### src/rtl/ps2_key_tracker_pkg.sv
// ---------------------------------------------------------------------------
// ps2_key_tracker_pkg
// Shared constants and types for the PS/2 scan-code-set-2 key tracker.
//   SC_*       : scan-code prefix bytes and the keyboard self-test code
//   PAUSE_SKIP : bytes still to discard after the E1 that starts Pause
//   state_t    : decoder FSM state, also exported as a debug output
// ---------------------------------------------------------------------------
package ps2_key_tracker_pkg;

  localparam logic [7:0] SC_EXT   = 8'hE0;
  localparam logic [7:0] SC_BRK   = 8'hF0;
  localparam logic [7:0] SC_PAUSE = 8'hE1;
  localparam logic [7:0] SC_BAT   = 8'hAA;

  // Pause is E1 14 77 E1 F0 14 F0 77: seven bytes follow the leading E1.
  localparam logic [2:0] PAUSE_SKIP = 3'd7;

  typedef enum logic [2:0] {
    S_IDLE    = 3'd0,
    S_EXT     = 3'd1,
    S_BRK     = 3'd2,
    S_EXT_BRK = 3'd3,
    S_SKIP    = 3'd4
  } state_t;

endpackage

### src/rtl/ps2_key_tracker_if.sv
// ---------------------------------------------------------------------------
// ps2_key_tracker_if
// Bundle between the PS/2 byte receiver / game logic and the key tracker.
//   rx_data, rx_valid      : byte stream in (master drives)
//   key_held/press/release : per-channel bitmap and one-cycle pulses
//   any_held, first_idx    : summary of key_held
//   other_key, bat_seen    : unmatched-key flag, self-test pulse
// Handshake: rx_valid is a one-cycle strobe with no ready/backpressure; the
// tracker consumes rx_data in every cycle rx_valid is high, so the master
// must hold rx_data stable only for that single cycle.
// ---------------------------------------------------------------------------
interface ps2_key_tracker_if #(
  parameter int NUM_KEYS = 4,
  parameter int IDX_W    = 5
);
  logic [7:0]          rx_data;
  logic                rx_valid;
  logic [NUM_KEYS-1:0] key_held;
  logic [NUM_KEYS-1:0] key_press;
  logic [NUM_KEYS-1:0] key_release;
  logic                any_held;
  logic [IDX_W-1:0]    first_idx;
  logic                other_key;
  logic                bat_seen;

  modport master (
    output rx_data, rx_valid,
    input  key_held, key_press, key_release, any_held, first_idx,
           other_key, bat_seen
  );

  modport slave (
    input  rx_data, rx_valid,
    output key_held, key_press, key_release, any_held, first_idx,
           other_key, bat_seen
  );
endinterface

### src/rtl/ps2_key_tracker_code.sv
// ---------------------------------------------------------------------------
// ps2_code_match
// Combinational compare of a {ext, code} scan code against every channel of
// KEY_CODES. Duplicate entries simply raise several hit bits.
//   ext_i  : code was preceded by E0
//   code_i : make/break code byte
//   hit_o  : bit i set when channel i matches
// ---------------------------------------------------------------------------
module ps2_code_match #(
  parameter int                    NUM_KEYS  = 4,
  parameter logic [NUM_KEYS*9-1:0] KEY_CODES = {9'h072, 9'h175, 9'h01D, 9'h029}
) (
  input  logic                ext_i,
  input  logic [7:0]          code_i,
  output logic [NUM_KEYS-1:0] hit_o
);
  always_comb begin
    hit_o = '0;
    for (int i = 0; i < NUM_KEYS; i++) begin
      hit_o[i] = (KEY_CODES[9*i +: 9] == {ext_i, code_i});
    end
  end
endmodule

### src/rtl/ps2_key_tracker.sv
// ---------------------------------------------------------------------------
// ps2_key_tracker
// Scan-code-set-2 decoder tracking make/break of NUM_KEYS programmable keys,
// including E0-extended codes; filters typematic repeats and skips Pause.
//   clk, rst : clock, asynchronous active-high reset
//   bus      : ps2_key_tracker_if slave (byte in, bitmap/pulses out)
//   state_o  : current FSM state (debug)
// All outputs are registered; first_idx trails key_held by one clock.
// ---------------------------------------------------------------------------
module ps2_key_tracker
  import ps2_key_tracker_pkg::*;
#(
  parameter int                    NUM_KEYS       = 4,
  parameter logic [NUM_KEYS*9-1:0] KEY_CODES      = {9'h072, 9'h175, 9'h01D, 9'h029},
  parameter int                    TIMEOUT_CYCLES = 2_500_000,
  parameter int                    IDX_W          = 5
) (
  input  logic                   clk,
  input  logic                   rst,
  ps2_key_tracker_if.slave       bus,
  output state_t                 state_o
);
  localparam int TO_W = $clog2(TIMEOUT_CYCLES + 1);

  state_t              state_q, state_d, eff_state;
  logic [2:0]          skip_q, skip_d;
  logic [TO_W-1:0]     to_q, to_d;
  logic [NUM_KEYS-1:0] held_q, held_d, press_q, press_d, rel_q, rel_d;
  logic                other_q, other_d, bat_q, bat_d, any_q, any_d;
  logic [IDX_W-1:0]    idx_q, idx_d;
  logic                to_fire, match_ext;
  logic [NUM_KEYS-1:0] hit;

  // A stale prefix is dropped first, so a byte arriving in the same cycle
  // is decoded as if the FSM were already back in IDLE.
  assign to_fire   = (state_q != S_IDLE) && (to_q == TO_W'(TIMEOUT_CYCLES));
  assign eff_state = to_fire ? S_IDLE : state_q;
  assign match_ext = (eff_state == S_EXT) || (eff_state == S_EXT_BRK);

  ps2_code_match #(
    .NUM_KEYS  (NUM_KEYS),
    .KEY_CODES (KEY_CODES)
  ) u_match (
    .ext_i  (match_ext),
    .code_i (bus.rx_data),
    .hit_o  (hit)
  );

  always_comb begin
    state_d = eff_state;
    skip_d  = to_fire ? 3'd0 : skip_q;
    to_d    = (eff_state == S_IDLE || bus.rx_valid) ? '0 : to_q + TO_W'(1);
    held_d  = held_q;
    press_d = '0;
    rel_d   = '0;
    other_d = other_q;
    bat_d   = 1'b0;

    if (bus.rx_valid) begin
      case (eff_state)
        S_IDLE, S_EXT: begin
          if (bus.rx_data == SC_BRK) begin
            state_d = (eff_state == S_EXT) ? S_EXT_BRK : S_BRK;
          end else if (bus.rx_data == SC_EXT) begin
            state_d = S_EXT;
          end else if (eff_state == S_IDLE && bus.rx_data == SC_PAUSE) begin
            state_d = S_SKIP;
            skip_d  = PAUSE_SKIP;
          end else if (eff_state == S_IDLE && bus.rx_data == SC_BAT) begin
            held_d  = '0;
            other_d = 1'b0;
            bat_d   = 1'b1;
          end else begin
            // Make code; held keys produce no pulse, filtering typematic repeat.
            state_d = S_IDLE;
            if (|hit) begin
              press_d = hit & ~held_q;
              held_d  = held_q | hit;
            end else begin
              other_d = 1'b1;
            end
          end
        end
        S_BRK, S_EXT_BRK: begin
          state_d = S_IDLE;
          rel_d   = hit & held_q;
          held_d  = held_q & ~hit;
          if (hit == '0) other_d = 1'b0;
        end
        S_SKIP: begin
          if (skip_q <= 3'd1) begin
            state_d = S_IDLE;
            skip_d  = 3'd0;
          end else begin
            skip_d  = skip_q - 3'd1;
          end
        end
        default: state_d = S_IDLE;
      endcase
    end

    any_d = |held_d;
    // Lowest set bit wins: scan downward so the last assignment is the lowest.
    idx_d = '0;
    for (int i = NUM_KEYS - 1; i >= 0; i--) begin
      if (held_q[i]) idx_d = IDX_W'(i);
    end
  end

  always_ff @(posedge clk or posedge rst) begin
    if (rst) begin
      state_q <= S_IDLE;
      skip_q  <= '0;
      to_q    <= '0;
      held_q  <= '0;
      press_q <= '0;
      rel_q   <= '0;
      other_q <= 1'b0;
      bat_q   <= 1'b0;
      any_q   <= 1'b0;
      idx_q   <= '0;
    end else begin
      state_q <= state_d;
      skip_q  <= skip_d;
      to_q    <= to_d;
      held_q  <= held_d;
      press_q <= press_d;
      rel_q   <= rel_d;
      other_q <= other_d;
      bat_q   <= bat_d;
      any_q   <= any_d;
      idx_q   <= idx_d;
    end
  end

  assign bus.key_held    = held_q;
  assign bus.key_press   = press_q;
  assign bus.key_release = rel_q;
  assign bus.any_held    = any_q;
  assign bus.first_idx   = idx_q;
  assign bus.other_key   = other_q;
  assign bus.bat_seen    = bat_q;
  assign state_o         = state_q;
endmodule

### src/flat_wrapper.sv
// flat-port wrapper written by rule: the top's interface ports become plain ports
module ps2_key_tracker_flat import ps2_key_tracker_pkg::*;
#(
  parameter int                    NUM_KEYS       = 4,
  parameter logic [NUM_KEYS*9-1:0] KEY_CODES      = {9'h072, 9'h175, 9'h01D, 9'h029},
  parameter int                    TIMEOUT_CYCLES = 2_500_000,
  parameter int                    IDX_W          = 5
)
  (clk, rst, state_o, bus_rx_data, bus_rx_valid, bus_key_held, bus_key_press, bus_key_release, bus_any_held, bus_first_idx, bus_other_key, bus_bat_seen);
  ps2_key_tracker_if #(.NUM_KEYS(NUM_KEYS), .IDX_W(IDX_W)) bus_i ();
  input  logic clk;
  input  logic rst;
  output state_t state_o;
  input wire logic [$bits(bus_i.rx_data)-1:0] bus_rx_data;
  input wire logic [$bits(bus_i.rx_valid)-1:0] bus_rx_valid;
  output wire logic [$bits(bus_i.key_held)-1:0] bus_key_held;
  output wire logic [$bits(bus_i.key_press)-1:0] bus_key_press;
  output wire logic [$bits(bus_i.key_release)-1:0] bus_key_release;
  output wire logic [$bits(bus_i.any_held)-1:0] bus_any_held;
  output wire logic [$bits(bus_i.first_idx)-1:0] bus_first_idx;
  output wire logic [$bits(bus_i.other_key)-1:0] bus_other_key;
  output wire logic [$bits(bus_i.bat_seen)-1:0] bus_bat_seen;
  assign bus_i.rx_data = bus_rx_data;
  assign bus_i.rx_valid = bus_rx_valid;
  assign bus_key_held = bus_i.key_held;
  assign bus_key_press = bus_i.key_press;
  assign bus_key_release = bus_i.key_release;
  assign bus_any_held = bus_i.any_held;
  assign bus_first_idx = bus_i.first_idx;
  assign bus_other_key = bus_i.other_key;
  assign bus_bat_seen = bus_i.bat_seen;
  ps2_key_tracker #(.NUM_KEYS(NUM_KEYS), .KEY_CODES(KEY_CODES), .TIMEOUT_CYCLES(TIMEOUT_CYCLES), .IDX_W(IDX_W)) u_core (.clk(clk), .rst(rst), .bus(bus_i), .state_o(state_o));
endmodule
### config.mk
export PLATFORM = sky130hd
export DESIGN_NAME = ps2_key_tracker_flat
export DESIGN_NICKNAME = d
export VERILOG_FILES = /design/src/rtl/ps2_key_tracker_pkg.sv /design/src/rtl/ps2_key_tracker_if.sv /design/src/rtl/ps2_key_tracker_code.sv /design/src/rtl/ps2_key_tracker.sv /design/src/flat_wrapper.sv
export SDC_FILE = /design/constraint.sdc
export NUM_CORES = 1
export LEC_CHECK = 0
export CAP_MARGIN = 20
export CORE_MARGIN = 3
export CORE_UTILIZATION = 40
export CTS_BUF_LIST = sky130_fd_sc_hd__clkbuf_8 sky130_fd_sc_hd__clkbuf_16
export DETAILED_ROUTE_END_ITERATION = 12
export GPL_ROUTABILITY_DRIVEN = 1
export HOLD_SLACK_MARGIN = 0.05
export SLEW_MARGIN = 0
export SYNTH_ARGS = -nofsm -noshare
export SYNTH_HDL_FRONTEND = slang
export SYNTH_SLANG_ARGS = --single-unit
### constraint.sdc
create_clock -name clk -period 2.19 [get_ports clk]
set_input_delay 0.438 -clock clk [delete_from_list [all_inputs] [get_ports clk]]
set_output_delay 0.438 -clock clk [all_outputs]
set_load 0.02 [all_outputs]
Fig. 1: cell classes on the final placement
Scale bar: 20 um.
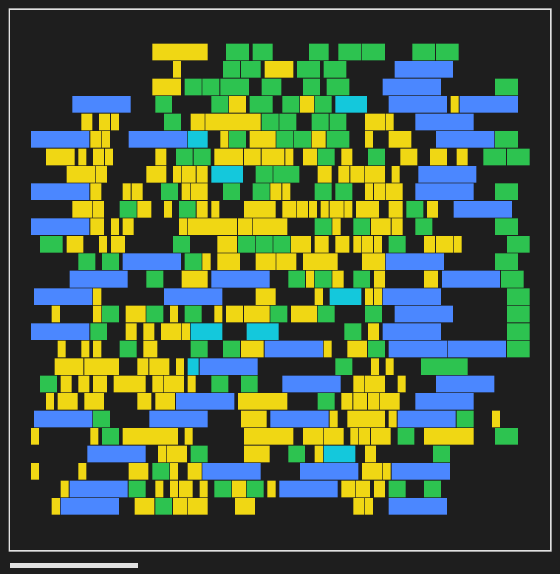
colour	class	cells	share of their area
yellow	remaining logic cells	203	40%
green	remaining buffers and delay cells	107	25%
cyan	clock drivers and dummy loads	8	2.8%
blue	sequential cells	45	32%

Fig. 2: clock distribution
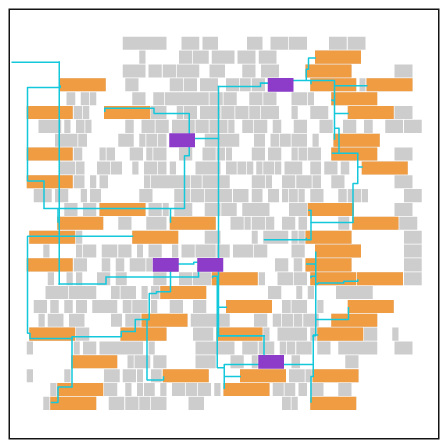
[cyan] clock wires | length: 592 um
[purple] clock-net drivers | count: 5
[orange] flip-flops | count: 45
flops lie	all over the die

==> flow_metrics.env <==
# implementation run metrics
export IMPL_first_iter_violations=148
export IMPL_worst_path_most_repeated_cell="sky130_fd_sc_hd__a211o_1"
export IMPL_grt_antenna_before_repair=0
export IMPL_power_density_mw_per_mm2=467.1
export IMPL_number_of_nets_in_the_final_layout=377
export IMPL_combinationalPowerShare_pct=15.2
export IMPL_worstSetupEndpointType="flip-flop"
export IMPL_layout_setup_ws_ps=-320.9
export IMPL_layout_cells_sized_above_1_pct=31.68
export IMPL_resized_after_cts=15
export IMPL_remaining_antenna_violation_count_after_routing=0
export IMPL_critical_path_class="flip-flop to flip-flop"
export IMPL_cp_cell_sequence="nor4_4, and4_4, a21boi_2, a211o_1, a22o_1, a211o_1, or4b_1"
export IMPL_synth_seq_share_pct=46.20
export IMPL_dpl_hpwl_um=4583
export IMPL_synth_avg_cell_area_um2=9.672
export IMPL_max_cap_violations=0
export IMPL_placed_area_mm2=0.003338
export IMPL_yosys_warnings=0
export IMPL_transition_time_at_the_pin_with_the_least_slew_margin_ps=545.7
export IMPL_mean_number_of_vias_per_cell=5.195
export IMPL_antenna_cells=0
export IMPL_cpMaxStageDelayCell="sky130_fd_sc_hd__or4b_1"
export IMPL_data_required_time_of_the_worst_path_ps=2370
export IMPL_synth_area_yosys_mm2=0.002437
export IMPL_design_power_total_uw=1678
export IMPL_detailed_route_wire_length_per_cell_um=14.09
export IMPL_cts_hold_repair_buffers=0
export IMPL_post_layout_nonfiller_instances=435
export IMPL_die_area_mm2=0.007066
export IMPL_violations_in_the_final_reports="negative setup slack"
export IMPL_p_leak_uw=0.001667
export IMPL_ir_drop_mv=0.2920
export IMPL_warning_count=31
export IMPL_numPortBuffers=30
export IMPL_place_worst_setup_slack_ps=-671.6
export IMPL_layout_min_cycle_time_ps=2511
export IMPL_clock_path_buffers=2
export IMPL_detailed_routing_iteration_count_for_the_pre_antenna_repair_pass=4
export IMPL_tritoncts_num_buffers=5
export IMPL_clkLatencyLatePin_ps=300
export IMPL_vias=2260
export IMPL_use_met1_pct=25.40
export IMPL_final_max_slew_viol_count=0
export IMPL_std_cell_rows=27
export IMPL_powerClk_uw=541
export IMPL_critPathTopFamily="simple AND/OR/NAND/NOR gates"
export IMPL_power_net_switching_uw=442.5
export IMPL_flop_cell="sky130_fd_sc_hd__dfrtp_1"
export IMPL_final_layout_top_logic_cell="sky130_fd_sc_hd__buf_4"
export IMPL_grt_pass1_vias=2238
export IMPL_routed_wl_met2_um=2812
export IMPL_stdcell_area_mm2=0.003592
export IMPL_wirelength_met1_um=2914
export IMPL_hold_class="input pin to async pin"
export IMPL_grt_setup_unrepaired="true"
export IMPL_fillCellCount=485
export IMPL_p_int_uw=1236
export IMPL_initCoreUtil_pct=42.69
export IMPL_highest_signal_layer="met4"
export IMPL_hold_viol_final=0
export IMPL_netlist_cell_type_count=50
export IMPL_floorplan_io_pins=34
export IMPL_grt_start_max_net_pins=28
export IMPL_met3WireLength_um=275
export IMPL_groute_layer_met3_usage_pct=3.455
export IMPL_crit_path_buf_inv_count=0
export IMPL_ys_seq_elements=45
export IMPL_placed_cells_incl_taps=419
export IMPL_grt_ovfl_total=0
export IMPL_powerSeq_uw=882
export IMPL_clkPwrFrac_pct=32.3
export IMPL_min_period_over_period_pct=114.7
export IMPL_worstRegToRegCells=7
export IMPL_cts_tree="built"
export IMPL_library_cell_used_as_clock_root_buffer="sky130_fd_sc_hd__clkbuf_8"
export IMPL_lay_top_cells="sky130_fd_sc_hd__buf_4 (75), sky130_fd_sc_hd__dfrtp_1 (45), sky130_fd_sc_hd__nor2_1 (31)"
export IMPL_coreArea_mm2=0.005709
export IMPL_numClockSinks=45
export IMPL_synth_cell_area_mm2=0.002437
export IMPL_finalClockSkew_ps=4.840
export IMPL_cts_repair_timing_setup_buffer_count=3
export IMPL_grt_first_pass_wirelength_um=10560
export IMPL_worstPathArrival_ps=2690
export IMPL_routed_wirelength_um=6127
export IMPL_finalHoldWorstSlack_ps=437.5
export IMPL_grt_use_met2_pct=28.34
export IMPL_max_fo_critical_path=2
export IMPL_grt_total_usage_pct=18.46
export IMPL_areaGrowthSynthToFinish_pct=47.38
export IMPL_maxSlewHeadroom_pct=63.24
export IMPL_setup_tns_ps=-743.4
export IMPL_power_share_switching_pct=26.37
export IMPL_timing_critical_path_from_type="flip-flop"
export IMPL_status="finished, violations left"
export IMPL_fmax_ghz=0.3983
export IMPL_async_flop_share_pct=100.0
export IMPL_die_w_um=84.06
export IMPL_seq_power_share_pct=52.5
export IMPL_power_in_combinational_cells_uw=255
export IMPL_setup_violations=4
export IMPL_finalWeightedCongestion=0.9295
export IMPL_cp_num_cells=7
export IMPL_gr_max_usage_layer="met2"
export IMPL_ys_cells=252
export IMPL_die_height_um=84.06
export IMPL_cts_h_tree_lvls=2
export IMPL_power_leader="sequential cells"
export IMPL_route_detailed_drc=0
export IMPL_clock_transition_at_the_registers_of_the_reported_paths_ps=80
export IMPL_final_util_pct=62.92
export IMPL_worst_path_largest_cell_delay_ps=450
Fig. 3: drive-strength map
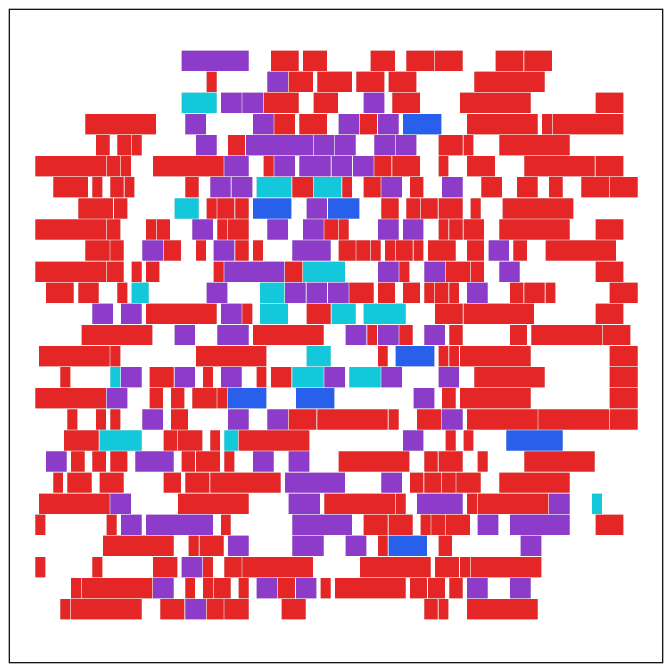
colour	size	cells
red	x1 and smaller	248
cyan	x2	17
purple	x3 and x4	90
blue	x6 and larger	8

layout make-up:
type	count	area, um^2	share of cell area [%]
inverters	16	60.06	1.672
flip-flops and latches	45	1126	31.35
multi-input cells	187	1328	36.96
well taps	72	90.09	2.508
repair buffers	107	892.1	24.83
clock inverters	2	13.76	0.3831
clock buffers	6	82.58	2.299
state kept, by name, indices dropped and copies added (netlist names):
register                flops
u_core.bus.key_held         4
u_core.bus.key_release      4
u_core.bus.key_press        4
u_core.bus.first_idx        2
u_core.state_o              3
u_core.bus.other_key        1
u_core.skip_q               3
u_core.bus.any_held         1
u_core.to_q                22
u_core.bus.bat_seen         1
synth_stat cells (2+ instances only):
library cell | instances | area share, %
sky130_fd_sc_hd__dfrtp_1 | 45 | 46
sky130_fd_sc_hd__nor2_1 | 31 | 4.8
sky130_fd_sc_hd__nand2_1 | 19 | 2.9
sky130_fd_sc_hd__inv_1 | 16 | 2.5
sky130_fd_sc_hd__o21ai_0 | 16 | 3.3
sky130_fd_sc_hd__nand3_1 | 14 | 2.9
sky130_fd_sc_hd__xor2_1 | 10 | 3.6
sky130_fd_sc_hd__and3_1 | 9 | 2.3
sky130_fd_sc_hd__xnor2_1 | 9 | 3.2
sky130_fd_sc_hd__nor3_1 | 6 | 1.2
sky130_fd_sc_hd__a21oi_1 | 5 | 1.0
sky130_fd_sc_hd__ha_1 | 4 | 2.1
sky130_fd_sc_hd__nor4_1 | 4 | 1.0
sky130_fd_sc_hd__a22o_1 | 3 | 1.1
sky130_fd_sc_hd__and4_1 | 3 | 1.1
sky130_fd_sc_hd__buf_4 | 3 | 0.92
sky130_fd_sc_hd__clkbuf_1 | 3 | 0.46
sky130_fd_sc_hd__nand2b_1 | 3 | 0.77
sky130_fd_sc_hd__nand4_1 | 3 | 0.77
sky130_fd_sc_hd__nor2b_1 | 3 | 0.77
sky130_fd_sc_hd__nor3b_1 | 3 | 0.92
sky130_fd_sc_hd__o22ai_1 | 3 | 0.77
sky130_fd_sc_hd__or3_1 | 3 | 0.77
sky130_fd_sc_hd__a211o_1 | 2 | 0.72
sky130_fd_sc_hd__and4b_1 | 2 | 0.82
sky130_fd_sc_hd__nand3_2 | 2 | 0.82
sky130_fd_sc_hd__nand3b_1 | 2 | 0.62
sky130_fd_sc_hd__nor4_4 | 2 | 1.7
sky130_fd_sc_hd__o21ai_1 | 2 | 0.41
sky130_fd_sc_hd__or4b_1 | 2 | 0.82
final timing paths:
| check | startpoint | to | slack [ps] |
|---|---|---|---|
| min in group clk | u_core.skip_q[2] | u_core.skip_q[2] | 520 |
| worst max register to register | u_core.to_q[15] | u_core.bus.any_held | -320 |
| worst min register to register | u_core.skip_q[2] | u_core.skip_q[2] | 520 |
| max in group asynchronous | rst | u_core.state_o[0] | 1270 |
| worst max-delay path | u_core.to_q[15] | u_core.bus.any_held | -320 |
| worst min-delay path | rst | u_core.to_q[19] | 440 |
kinds of logic after synthesis:
group	count (synthesis)	synth area share, %
AND-OR/OR-AND	40	10.83
XOR/XNOR	19	6.828
adder cells (fa/ha/maj)	4	2.053
buffers and inverters	22	3.850
flip-flops	45	46.20
multiplexers	2	0.8727
other	1	0.1539
AND/OR/NAND/NOR	119	29.21
